===== config.mk =====
export PLATFORM = sky130hd
export DESIGN_NAME = riscv_multicycle
export DESIGN_NICKNAME = d
export VERILOG_FILES = /design/src/rtl/riscv_multicycle.sv
export SDC_FILE = /design/constraint.sdc
export NUM_CORES = 2
export LEC_CHECK = 0
export CORE_MARGIN = 4
export CORE_UTILIZATION = 55
export CTS_BUF_LIST = sky130_fd_sc_hd__clkbuf_4 sky130_fd_sc_hd__clkbuf_8 sky130_fd_sc_hd__clkbuf_16
export CTS_CLUSTER_SIZE = 14
export DETAILED_ROUTE_END_ITERATION = 10
export GPL_TIMING_DRIVEN = 0
export MAX_ROUTING_LAYER = met4
export PLACE_DENSITY_LB_ADDON = 0.3
export RECOVER_POWER = 100
export SYNTH_ARGS = -nofsm -noshare
export SYNTH_HDL_FRONTEND = slang
export SYNTH_SLANG_ARGS = --single-unit

===== constraint.sdc =====
create_clock -name clk -period 8.1 [get_ports clk]
set_input_delay 1.215 -clock clk [delete_from_list [all_inputs] [get_ports clk]]
set_output_delay 1.215 -clock clk [all_outputs]
set_load 0.01 [all_outputs]

===== src/rtl/riscv_multicycle.sv =====
// riscv_multicycle: multi-cycle RV32I-subset core (ADD SUB AND OR SLT ADDI LUI
// LW SW BEQ BNE JAL). One shared instruction/data memory port with a req/rdy
// handshake; every other opcode, and any misaligned branch/jump target or
// load/store address, parks the core in HALT until reset.
//
// Ports:
//   clk, rst             clock; synchronous active-high reset
//   mem_req / mem_we     request valid / store (1) vs. read (0)
//   mem_addr / mem_wdata word-aligned byte address / store data
//   mem_rdy / mem_rdata  transfer completes on req&&rdy / read data
//   a0                   live contents of x10
//   retire               one-cycle pulse per completed instruction
//   halted               core stopped on an illegal or misaligned condition
module riscv_multicycle #(
    parameter int              XLEN     = 32,
    parameter logic [XLEN-1:0] RESET_PC = '0,
    parameter int              NREGS    = 32
) (
    input  logic            clk,
    input  logic            rst,
    output logic            mem_req,
    output logic            mem_we,
    output logic [XLEN-1:0] mem_addr,
    output logic [XLEN-1:0] mem_wdata,
    input  logic            mem_rdy,
    input  logic [XLEN-1:0] mem_rdata,
    output logic [XLEN-1:0] a0,
    output logic            retire,
    output logic            halted
);
    localparam int RIDX = $clog2(NREGS);

    typedef enum logic [2:0] {S_FETCH, S_DECODE, S_EXEC, S_MEM, S_WB, S_HALT} state_t;

    state_t state, state_nxt;

    logic [XLEN-1:0] pc, a_reg, b_reg, imm_reg, alu_out, mdr;
    logic [31:0]     ir;
    logic [XLEN-1:0] rf [NREGS];

    // Instruction fields; ir is stable from DECODE through retire.
    logic [6:0]      opcode, funct7;
    logic [2:0]      funct3;
    logic [RIDX-1:0] rs1, rs2, rd;

    assign opcode = ir[6:0];
    assign funct3 = ir[14:12];
    assign funct7 = ir[31:25];
    assign rs1    = ir[15 +: RIDX];
    assign rs2    = ir[20 +: RIDX];
    assign rd     = ir[7 +: RIDX];

    logic is_r, is_r_ok, is_addi, is_lui, is_lw, is_sw, is_br, is_jal, legal;

    assign is_r    = (opcode == 7'h33);
    assign is_r_ok = (funct7 == 7'h00 && (funct3 == 3'd0 || funct3 == 3'd2 ||
                                          funct3 == 3'd6 || funct3 == 3'd7)) ||
                     (funct7 == 7'h20 && funct3 == 3'd0);
    assign is_addi = (opcode == 7'h13) && (funct3 == 3'd0);
    assign is_lui  = (opcode == 7'h37);
    assign is_lw   = (opcode == 7'h03) && (funct3 == 3'd2);
    assign is_sw   = (opcode == 7'h23) && (funct3 == 3'd2);
    assign is_br   = (opcode == 7'h63) && (funct3 == 3'd0 || funct3 == 3'd1);
    assign is_jal  = (opcode == 7'h6F);
    assign legal   = (is_r && is_r_ok) || is_addi || is_lui || is_lw || is_sw || is_br || is_jal;

    // Sign-extended immediate for the decoded format.
    logic [XLEN-1:0] imm_dec;
    always_comb begin
        imm_dec = {{(XLEN-11){ir[31]}}, ir[30:20]};                                   // I
        if (is_sw)
            imm_dec = {{(XLEN-11){ir[31]}}, ir[30:25], ir[11:7]};                     // S
        else if (is_br)
            imm_dec = {{(XLEN-12){ir[31]}}, ir[7], ir[30:25], ir[11:8], 1'b0};        // B
        else if (is_lui)
            imm_dec = {{(XLEN-31){ir[31]}}, ir[30:12], 12'b0};                        // U
        else if (is_jal)
            imm_dec = {{(XLEN-20){ir[31]}}, ir[19:12], ir[20], ir[30:21], 1'b0};      // J
    end

    // EXEC datapath: ALU result, branch decision and alignment check.
    logic [XLEN-1:0] alu_res, br_target, pc_plus4;
    logic            br_taken, exec_misalign;

    assign pc_plus4  = pc + XLEN'(4);
    assign br_target = pc + imm_reg;
    assign br_taken  = (a_reg == b_reg) ^ funct3[0];   // funct3[0]=1 is BNE

    always_comb begin
        alu_res = a_reg + imm_reg;                      // ADDI, LW/SW address
        if (is_r) begin
            case (funct3)
                3'd2:    alu_res = {{(XLEN-1){1'b0}}, ($signed(a_reg) < $signed(b_reg))};
                3'd6:    alu_res = a_reg | b_reg;
                3'd7:    alu_res = a_reg & b_reg;
                default: alu_res = funct7[5] ? (a_reg - b_reg) : (a_reg + b_reg);
            endcase
        end else if (is_lui) begin
            alu_res = imm_reg;
        end else if (is_jal) begin
            alu_res = pc + imm_reg;
        end
    end

    // Catch bad targets/addresses in EXEC so no request is issued and pc holds.
    assign exec_misalign = (is_br && br_taken && br_target[1:0] != 2'b00) ||
                           ((is_jal || is_lw || is_sw) && alu_res[1:0] != 2'b00);

    // State register.
    always_ff @(posedge clk) begin
        if (rst) state <= S_FETCH;
        else     state <= state_nxt;
    end

    // Next-state logic.
    always_comb begin
        state_nxt = state;
        case (state)
            S_FETCH:  if (mem_rdy) state_nxt = S_DECODE;
            S_DECODE: state_nxt = legal ? S_EXEC : S_HALT;
            S_EXEC: begin
                if (exec_misalign)        state_nxt = S_HALT;
                else if (is_br)           state_nxt = S_FETCH;
                else if (is_lw || is_sw)  state_nxt = S_MEM;
                else                      state_nxt = S_WB;
            end
            S_MEM:    if (mem_rdy) state_nxt = is_lw ? S_WB : S_FETCH;
            S_WB:     state_nxt = S_FETCH;
            S_HALT:   state_nxt = S_HALT;
            default:  state_nxt = S_FETCH;
        endcase
    end

    // Outputs; rst gates the strobes so an in-flight request drops at once.
    always_comb begin
        mem_req   = !rst && (state == S_FETCH || state == S_MEM);
        mem_we    = (state == S_MEM) && is_sw;
        mem_addr  = (state == S_MEM) ? alu_out : pc;
        mem_wdata = b_reg;
        retire    = !rst && ((state == S_EXEC && is_br && !exec_misalign) ||
                             (state == S_MEM && is_sw && mem_rdy) ||
                             (state == S_WB));
        halted    = !rst && (state == S_HALT);
    end

    // Datapath registers and register file.
    always_ff @(posedge clk) begin
        if (rst) begin
            pc      <= RESET_PC;
            ir      <= '0;
            a_reg   <= '0;
            b_reg   <= '0;
            imm_reg <= '0;
            alu_out <= '0;
            mdr     <= '0;
            for (int i = 0; i < NREGS; i++) rf[i] <= '0;
        end else begin
            case (state)
                S_FETCH: if (mem_rdy) ir <= mem_rdata[31:0];
                S_DECODE: begin
                    a_reg   <= rf[rs1];
                    b_reg   <= rf[rs2];
                    imm_reg <= imm_dec;
                end
                S_EXEC: begin
                    alu_out <= alu_res;
                    if (is_br && !exec_misalign) pc <= br_taken ? br_target : pc_plus4;
                end
                S_MEM: begin
                    if (mem_rdy) begin
                        if (is_lw) mdr <= mem_rdata;
                        else       pc  <= pc_plus4;
                    end
                end
                S_WB: begin
                    // rf[0] is never written, so x0 reads as zero forever.
                    if (rd != '0) rf[rd] <= is_lw ? mdr : (is_jal ? pc_plus4 : alu_out);
                    pc <= is_jal ? alu_out : pc_plus4;
                end
                default: ;
            endcase
        end
    end

    assign a0 = rf[10];

endmodule


**Routed clock nets over the placement**

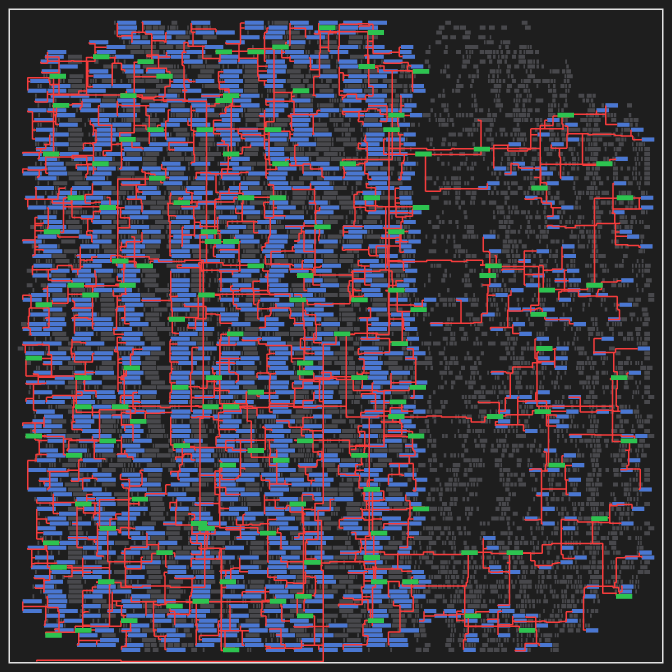
[cells driving clock nets] green | count: 137
[clock wires] red | length: 15900 um
[flip-flops] blue | count: 1251
flops lie: spread over the die

**Metal 4**

The bar under the picture is 100 um long.
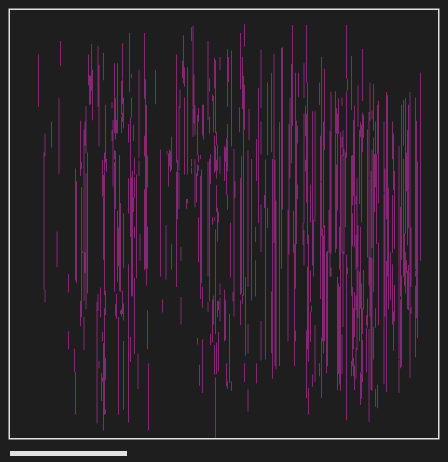
main direction: vertical
nets with wire on the layer: 294
routed via count: 54200
final routed wirelength across all metal layers: 263200 um

**Clock nets**

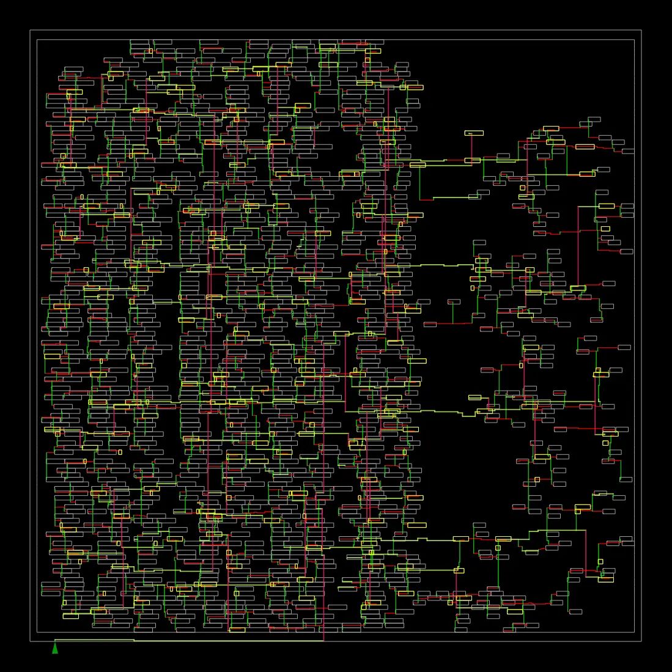
Clock Sink Count: 1251
tally of clock buffers in the finished layout: 172
Max Clock Skew: 0.03123 ns
flip-flops: 1251
total clock network power: 6270 uW

==> flow_summary.toml <==
# synthesis and place-and-route metrics
[status]
run_status = "finished with violations"
violations = "max-capacitance violations, max-slew violations"

[worst_setup_path]
timing.reg2reg.worst_path_depth = 10
cp-endpoint = "rf[24][5]$_SDFFCE_PN0P_"
reg2reg_slack_ns = 1.14
cp.depth = 10
cp.required_ns = 8.49
cell_family_with_most_cp_delay = "simple AND/OR/NAND/NOR gates"
path_buffers = 5
setup.worst_path.end_class = "register"

[final_timing]
tightest_slew_ns = 2.779
timing.final.ws_setup_ns = 1.140
fmax_ghz = 0.1437
fin_setup_tns_ns = 0
timing_max_transition_violations_final = 864
period_used_share = 0.8593
final-hold-violation-count = 0

[synthesis]
synthesis.yosys.warnings = 0
synthesis.instances = 5784
synth.mux.area_fraction = 0.2162
yosys_most_used_dff = "edfxtp_1"
postSynthRegisterBits = 1251
top_cell_area_share = 0.4391

[clock_network]
clk_root_buffer_cell = "clkbuf_16"
post_cts.resized_instances = 0
tritoncts = "done"
cts_setup_buffers = 0

[routing]
wl_met1_um = 84580
dr.first_iter.drc_count = 8423
drcViolationCount = 0

[placement]
place_ws_ns = 1.947
dpl_cell_area_um2 = 73710
total_instance_count_after_detailed_placement = 7603

[finish]
area.share.sequential = 0.4526
non_clock_buffer_share = 0.04371
layout_top_cell = "nor2_1"
filler_cell_count = 9735
most-common-layout-cells = "nor2_1 (1278), edfxtp_1 (1024), mux4_2 (640), clkbuf_1 (470), nand2_1 (430)"
flop_area_um2 = 35290

[pwr]
seqPwrFrac = 0.456
intPower_uw = 11800
comb_power_share = 0.158

[global_route]
met1_usage = 0.4632
vias_in_the_first_global_route = 53680
first_pass_grt_wire_length_um = 373300

[hold_path]
hold_path_depth = 2
hold-path-endpoint = "mdr[13]$_SDFFE_PP0P_"

[die]
floorplan.rows = 130
core_area_um2 = 126100

[job]
maxCapViolations = 32
**Drive-strength map**

The bar under the picture is 100 um long.
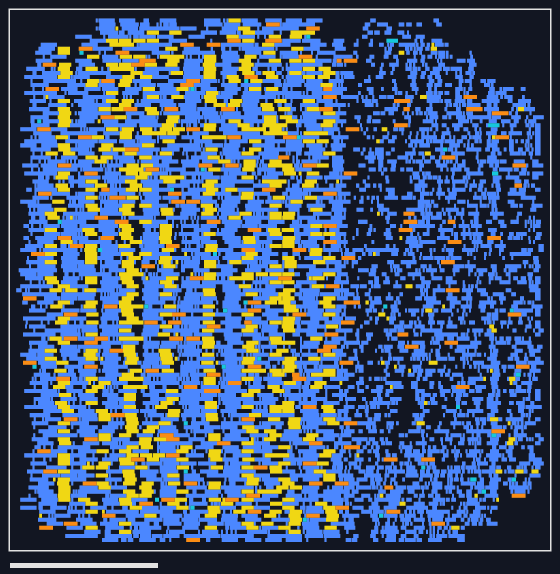
| size | color | cells | share |
|---|---|---|---|
| drive 6 and up | orange | 164 | 2.6% |
| drive 1 or less | blue | 5285 | 85% |
| drive 2 | yellow | 710 | 11% |
| drive 3 to 4 | cyan | 36 | 0.58% |
count of non-CTS buffers in the layout: 670
area delta synth->final: 11.37%

**Pin placement**

Pins as bars across the die edge, other pins in gray.
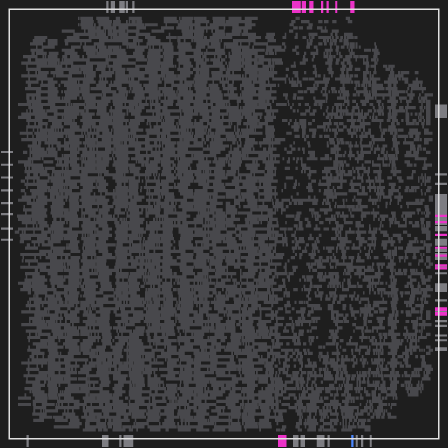
| port | color | pins | direction | edge |
|---|---|---|---|---|
| `mem_rdy` | blue | 1 | input | bottom |
| `mem_wdata` | magenta | 32 | output | 14 top, 11 right, 7 bottom |
all pins by edge: 65 right, 38 bottom, 24 top, 8 left
die boundary width: 364.8 um
height of the die: 364.8 um
port buffer count: 132

[synth_stat cells, drive strengths merged, types with 10 or more instances]
cell / count
nor2: 1279
edfxtp: 1024
mux4: 640
clkbuf: 452
nand2: 431
a21oi: 310
dfxtp: 227
ha: 159
o21ai: 159
a211oi: 134
inv: 121
buf: 79
xnor2: 74
mux2i: 71
nand3: 58
nor3: 52
a21o: 41
xor2: 38
a221oi: 28
o211ai: 28
and3: 25
a31oi: 23
o31ai: 20
nor2b: 19
o21a: 19
o21bai: 19
nor4: 17
o22ai: 17
nand2b: 16
and2: 15
nand4: 15
o221ai: 12
a311oi: 10
or3: 10
No activity file was given, so power comes from the tool's default toggle rates.
